<file path="src/rtl/adsr_voice_if.sv">
// Event and voice-control bundle between the note front end, the allocator and
// the per-voice ADSR datapath.
//   master : event source / envelope side (drives events and release_done)
//   slave  : allocator (drives on_ready, gate, trig, voice_note, voice_busy,
//            steal, off_miss)
interface adsr_voice_if #(
  parameter int unsigned NV     = 4,
  parameter int unsigned NOTE_W = 8
);
  logic                 on_valid;
  logic [NOTE_W-1:0]    on_note;
  logic                 on_ready;
  logic                 off_valid;
  logic [NOTE_W-1:0]    off_note;
  logic [NV-1:0]        release_done;
  logic [NV-1:0]        gate;
  logic [NV-1:0]        trig;
  logic [NV*NOTE_W-1:0] voice_note;
  logic [NV-1:0]        voice_busy;
  logic                 steal;
  logic                 off_miss;

  modport master (
    output on_valid, on_note, off_valid, off_note, release_done,
    input  on_ready, gate, trig, voice_note, voice_busy, steal, off_miss
  );

  modport slave (
    input  on_valid, on_note, off_valid, off_note, release_done,
    output on_ready, gate, trig, voice_note, voice_busy, steal, off_miss
  );
endinterface

</file>
<file path="src/rtl/adsr_voice_allocator.sv">
// Polyphonic voice allocator: maps note-on/note-off events onto NV ADSR voices,
// drives per-voice gate and retrigger strobes, and steals the least-recently
// used voice when none is free.
// Ports:
//   clk   : system clock, rising edge
//   reset : synchronous active-high reset
//   bus   : adsr_voice_if.slave (events in, voice control out)
module adsr_voice_allocator #(
  parameter int unsigned NV     = 4,
  parameter int unsigned NOTE_W = 8
) (
  input  logic          clk,
  input  logic          reset,
  adsr_voice_if.slave   bus
);

  localparam int unsigned RW = (NV > 1) ? $clog2(NV) : 1;

  typedef logic [RW-1:0]     rank_t;
  typedef logic [NOTE_W-1:0] note_t;
  typedef enum logic [1:0] {
    V_IDLE = 2'd0,
    V_HELD = 2'd1,
    V_REL  = 2'd2
  } voice_state_e;

  voice_state_e  state_q [NV];
  voice_state_e  state_d [NV];
  note_t         note_q  [NV];
  note_t         note_d  [NV];
  rank_t         rank_q  [NV];
  rank_t         rank_d  [NV];

  logic [NV-1:0] gate_q, gate_d;
  logic [NV-1:0] trig_q, trig_d;
  logic [NV-1:0] busy_q, busy_d;
  logic          steal_q, steal_d;
  logic          off_miss_q, off_miss_d;

  logic          on_accept_c;

  // Off events take the cycle; the note-on source holds its event.
  assign bus.on_ready = !reset && !bus.off_valid;
  assign on_accept_c  = bus.on_valid && !reset && !bus.off_valid;

  // Voice search results
  logic  hit_found, idle_found, rel_found, off_found;
  rank_t hit_v, idle_v, rel_v, old_v, off_v, pick_v;
  rank_t rel_rank;

  // Search the current voice table for allocation and note-off candidates.
  always_comb begin
    hit_found  = 1'b0;
    idle_found = 1'b0;
    rel_found  = 1'b0;
    off_found  = 1'b0;
    hit_v      = '0;
    idle_v     = '0;
    rel_v      = '0;
    old_v      = '0;
    off_v      = '0;
    rel_rank   = '0;
    for (int i = 0; i < NV; i++) begin
      if (!hit_found && state_q[i] == V_HELD && note_q[i] == bus.on_note) begin
        hit_found = 1'b1;
        hit_v     = RW'(i);
      end
      if (!idle_found && state_q[i] == V_IDLE) begin
        idle_found = 1'b1;
        idle_v     = RW'(i);
      end
      // Releasing voice with the oldest rank; ranks are unique so no tie.
      if (state_q[i] == V_REL && (!rel_found || rank_q[i] < rel_rank)) begin
        rel_found = 1'b1;
        rel_v     = RW'(i);
        rel_rank  = rank_q[i];
      end
      if (rank_q[i] == '0) begin
        old_v = RW'(i);
      end
      if (!off_found && state_q[i] == V_HELD && note_q[i] == bus.off_note) begin
        off_found = 1'b1;
        off_v     = RW'(i);
      end
    end
    if (hit_found) begin
      pick_v = hit_v;
    end else if (idle_found) begin
      pick_v = idle_v;
    end else if (rel_found) begin
      pick_v = rel_v;
    end else begin
      pick_v = old_v;
    end
  end

  // Next-state: release completion first, then the single event of the cycle
  // so that an allocation overrides release_done on the same voice.
  always_comb begin
    state_d    = state_q;
    note_d     = note_q;
    rank_d     = rank_q;
    trig_d     = '0;
    steal_d    = 1'b0;
    off_miss_d = 1'b0;

    for (int i = 0; i < NV; i++) begin
      if (state_q[i] == V_REL && bus.release_done[i]) begin
        state_d[i] = V_IDLE;
      end
    end

    if (bus.off_valid) begin
      if (off_found) begin
        state_d[off_v] = V_REL;
      end else begin
        off_miss_d = 1'b1;
      end
    end else if (on_accept_c) begin
      state_d[pick_v] = V_HELD;
      note_d[pick_v]  = bus.on_note;
      trig_d[pick_v]  = 1'b1;
      steal_d         = !hit_found && !idle_found;
      // Age every voice newer than the chosen one, then make it the newest.
      for (int j = 0; j < NV; j++) begin
        if (rank_q[j] > rank_q[pick_v]) begin
          rank_d[j] = rank_q[j] - rank_t'(1);
        end
      end
      rank_d[pick_v] = RW'(NV - 1);
    end

    for (int i = 0; i < NV; i++) begin
      gate_d[i] = (state_d[i] == V_HELD);
      busy_d[i] = (state_d[i] != V_IDLE);
    end
  end

  // State and output registers.
  always_ff @(posedge clk) begin
    if (reset) begin
      for (int i = 0; i < NV; i++) begin
        state_q[i] <= V_IDLE;
        note_q[i]  <= '0;
        rank_q[i]  <= RW'(i);
      end
      gate_q     <= '0;
      trig_q     <= '0;
      busy_q     <= '0;
      steal_q    <= 1'b0;
      off_miss_q <= 1'b0;
    end else begin
      state_q    <= state_d;
      note_q     <= note_d;
      rank_q     <= rank_d;
      gate_q     <= gate_d;
      trig_q     <= trig_d;
      busy_q     <= busy_d;
      steal_q    <= steal_d;
      off_miss_q <= off_miss_d;
    end
  end

  assign bus.gate       = gate_q;
  assign bus.trig       = trig_q;
  assign bus.voice_busy = busy_q;
  assign bus.steal      = steal_q;
  assign bus.off_miss   = off_miss_q;

  // Flatten the per-voice note table onto the output bus.
  for (genvar g = 0; g < NV; g++) begin : g_note
    assign bus.voice_note[g*NOTE_W +: NOTE_W] = note_q[g];
  end

endmodule

</file>
<file path="src/flat_wrapper.sv">
// flat-port wrapper written by rule: the top's interface ports become plain ports
module adsr_voice_allocator_flat 
#(
  parameter int unsigned NV     = 4,
  parameter int unsigned NOTE_W = 8
)
  (clk, reset, bus_on_valid, bus_on_note, bus_off_valid, bus_off_note, bus_release_done, bus_on_ready, bus_gate, bus_trig, bus_voice_note, bus_voice_busy, bus_steal, bus_off_miss);
  adsr_voice_if #(.NV(NV), .NOTE_W(NOTE_W)) bus_i ();
  input  logic clk;
  input  logic reset;
  input wire logic [$bits(bus_i.on_valid)-1:0] bus_on_valid;
  input wire logic [$bits(bus_i.on_note)-1:0] bus_on_note;
  input wire logic [$bits(bus_i.off_valid)-1:0] bus_off_valid;
  input wire logic [$bits(bus_i.off_note)-1:0] bus_off_note;
  input wire logic [$bits(bus_i.release_done)-1:0] bus_release_done;
  output wire logic [$bits(bus_i.on_ready)-1:0] bus_on_ready;
  output wire logic [$bits(bus_i.gate)-1:0] bus_gate;
  output wire logic [$bits(bus_i.trig)-1:0] bus_trig;
  output wire logic [$bits(bus_i.voice_note)-1:0] bus_voice_note;
  output wire logic [$bits(bus_i.voice_busy)-1:0] bus_voice_busy;
  output wire logic [$bits(bus_i.steal)-1:0] bus_steal;
  output wire logic [$bits(bus_i.off_miss)-1:0] bus_off_miss;
  assign bus_i.on_valid = bus_on_valid;
  assign bus_i.on_note = bus_on_note;
  assign bus_i.off_valid = bus_off_valid;
  assign bus_i.off_note = bus_off_note;
  assign bus_i.release_done = bus_release_done;
  assign bus_on_ready = bus_i.on_ready;
  assign bus_gate = bus_i.gate;
  assign bus_trig = bus_i.trig;
  assign bus_voice_note = bus_i.voice_note;
  assign bus_voice_busy = bus_i.voice_busy;
  assign bus_steal = bus_i.steal;
  assign bus_off_miss = bus_i.off_miss;
  adsr_voice_allocator #(.NV(NV), .NOTE_W(NOTE_W)) u_core (.clk(clk), .reset(reset), .bus(bus_i));
endmodule
</file>
<file path="config.mk">
export PLATFORM = sky130hd
export DESIGN_NAME = adsr_voice_allocator_flat
export DESIGN_NICKNAME = d
export VERILOG_FILES = /design/src/rtl/adsr_voice_if.sv /design/src/rtl/adsr_voice_allocator.sv /design/src/flat_wrapper.sv
export SDC_FILE = /design/constraint.sdc
export NUM_CORES = 1
export LEC_CHECK = 0
export ABC_CLOCK_PERIOD_IN_PS = 5650
export CORE_ASPECT_RATIO = 1.4
export CORE_MARGIN = 2
export CORE_UTILIZATION = 48
export DETAILED_ROUTE_END_ITERATION = 6
export GPL_ROUTABILITY_DRIVEN = 0
export PLACE_DENSITY = 0.77
export SYNTH_ARGS = -nofsm -noshare
export SYNTH_HDL_FRONTEND = slang
export SYNTH_SLANG_ARGS = --single-unit
export TNS_END_PERCENT = 30
</file>
<file path="constraint.sdc">
create_clock -name clk -period 5.65 [get_ports clk]
set_input_delay 1.13 -clock clk [delete_from_list [all_inputs] [get_ports clk]]
set_output_delay 1.13 -clock clk [all_outputs]
set_load 0.005 [all_outputs]
</file>
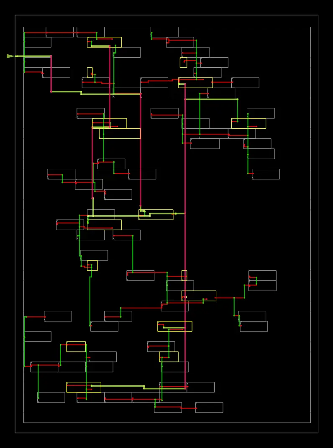
(run_1/clocks.png)
clock tree sinks: 62
power drawn by the clock network: 560 uW
clock latency on the worst-skew pair: 340 ps

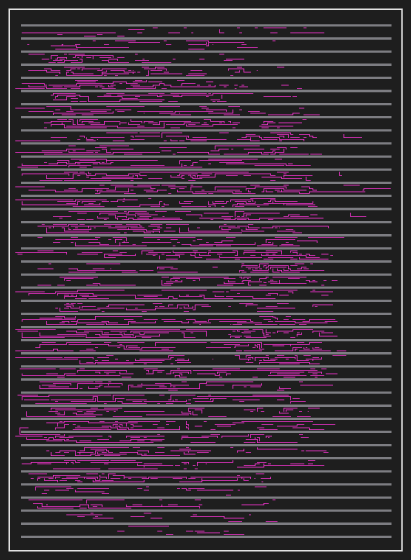
(run_1/layer_met1.png)
Supply wires on this layer in grey.
537 nets have wire on it. The wires run mostly horizontal. The longest straight run is 25.8 um. The layer holds 38% of the routed length. The layer carries 4,650 um of wire.

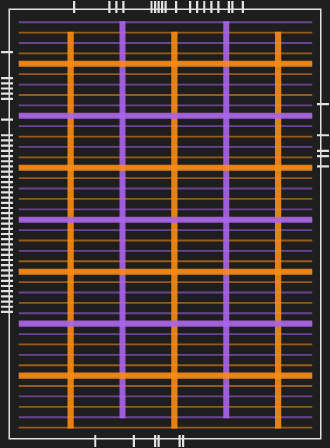
(run_1/power_grid.png)
Pins as bars on the die edge.
Key: purple = VDD; orange = VSS
40 met1 rails follow the rows. 5 straps on met4. 71 signal pins sit on the boundary. 7 straps on met5.

==> reports/metrics.cfg, run 1 <==
[outcome]
run_status=completed

[drt]
detail_route.drc_violations=0
highest_metal_layer_with_signal_wires=met4
met1_length_mm=4.65
wire_length_per_cell_um=18.9
met3WireLength_um=937

[final_timing]
hold_viol_final=0
timing_max_transition_violations_final=0
slew_headroom_pct=50.8
fin_worst_hold_slack_ps=512
clock_skew_ps=7.84
setup-tns-final_ps=0

[die]
initial_utilization_pct=49.1
num_io_pins=71

[synthesis]
ys_sh_adder_pct=4.38
mappedNetlistNets=517
yosys.stat.seqShare_pct=31.0
post_synth_ao_oa_area_fraction_pct=21.9
synth_warnings=0
avgSynthCellArea_um2=8.35
enable_flop_cells=0
yosysChipArea_um2=4000
ys_ff=62
topCellsByArea=dfxtp_1, xnor2_1, a21oi_1

[layout]
multiInputCombCellCount=367
seq_area_share_pct=24.2
postLayoutCellArea_um2=5140
finalNetCount=585
finish.utilization_pct=63.1
largest_class=multi-input combinational cells

[critical_path]
regToRegEndpoint=u_core.rank_q[5]
r2r_cells=26

[cts]
numCtsBuffers=9
post_cts_clock_slew_at_the_launch_and_capture_registers_of_the_worst_setup_and_hold_paths_ps=60
root_buffer_cell=clkbuf_16

[place]
place.detailed.hpwl_mm=8.59
place.detailed.instances=630

[global_route]
grt_first_pass_wirelength_mm=19.4

[power]
sequentialPower_uw=460

==> run 2, diff against run 1 <==
--- a/config.mk
+++ b/config.mk
@@ -5,7 +5,6 @@
 export SDC_FILE = /design/constraint.sdc
 export NUM_CORES = 1
 export LEC_CHECK = 0
-export ABC_CLOCK_PERIOD_IN_PS = 5650
 export CORE_ASPECT_RATIO = 1.4
 export CORE_MARGIN = 2
 export CORE_UTILIZATION = 48
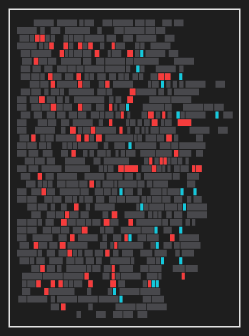
(run_2/logic_types.png)
Key: red = nand cells [cells 79, most used nand3_1]; cyan = inv cells [cells 23, most used inv_1]

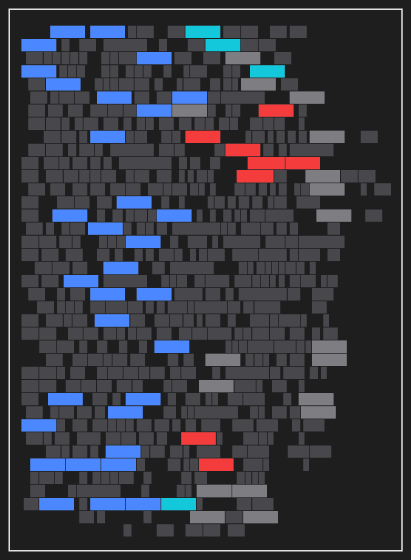
(run_2/flops_by_reg.png)
Other sequential cells in the stronger grey, the rest of the logic in the fainter grey.
Key: cyan = u_core.bus.gate [sequential cells 4]; blue = u_core.bus.voice_note [sequential cells 32]; red = u_core.state_q [sequential cells 8]

==> reports/metrics.cfg, run 2 <==
[outcome]
run_status=completed

[critical_path]
r2r_cells=26
regToRegEndpoint=u_core.rank_q[5]

[final_timing]
tightestPinTransition_ps=738
clock_skew_ps=7.84
slew_headroom_pct=50.8
setup-tns-final_ps=0
hold_viol_final=0
timing_max_transition_violations_final=0

[cts]
post_cts_clock_slew_at_the_launch_and_capture_registers_of_the_worst_setup_and_hold_paths_ps=60
cts-hold-fix-buffers=0
tritoncts=yes
root_buffer_cell=clkbuf_16
numClockSinks=62
clock_latency_on_the_worst_skew_pair_ps=340
numCtsBuffers=9

[power]
maxPowerGroup=clock
combinationalPowerShare_pct=12.9
clock_power_uw=560

[synthesis]
avgSynthCellArea_um2=8.35
mappedNetlistNets=517
yosys.stat.seqShare_pct=31.0
synth.cellmix.xorXnorShare_pct=15.1
topCellsByArea=dfxtp_1, xnor2_1, a21oi_1
enable_flop_cells=0
yosysChipArea_um2=4000
post_synth_ao_oa_area_fraction_pct=21.9
synth.mux.area_fraction_pct=1.35
ys_sh_adder_pct=4.38

[hold_path]
holdCritStartpoint=u_core.state_q[6]
min_path_cells=2

[place]
place.detailed.hpwl_mm=8.59
place.detailed.instances=630

[layout]
comb_share_pct=50.1
finalNetCount=585
largest_class=multi-input combinational cells
area_added_between_synthesis_and_finish_pct=28.6
multiInputCombCellCount=367
register_area_um2=1240
postLayoutCellArea_um2=5140
seq_area_share_pct=24.2

[drt]
met3WireLength_um=937
detail_route.drc_violations=0
highest_metal_layer_with_signal_wires=met4
met1_length_mm=4.65

[die]
num_io_pins=71
initial_utilization_pct=49.1

[run]
drv_cap=0

Power figures rest on the tool's default switching activity, not on a simulated workload.
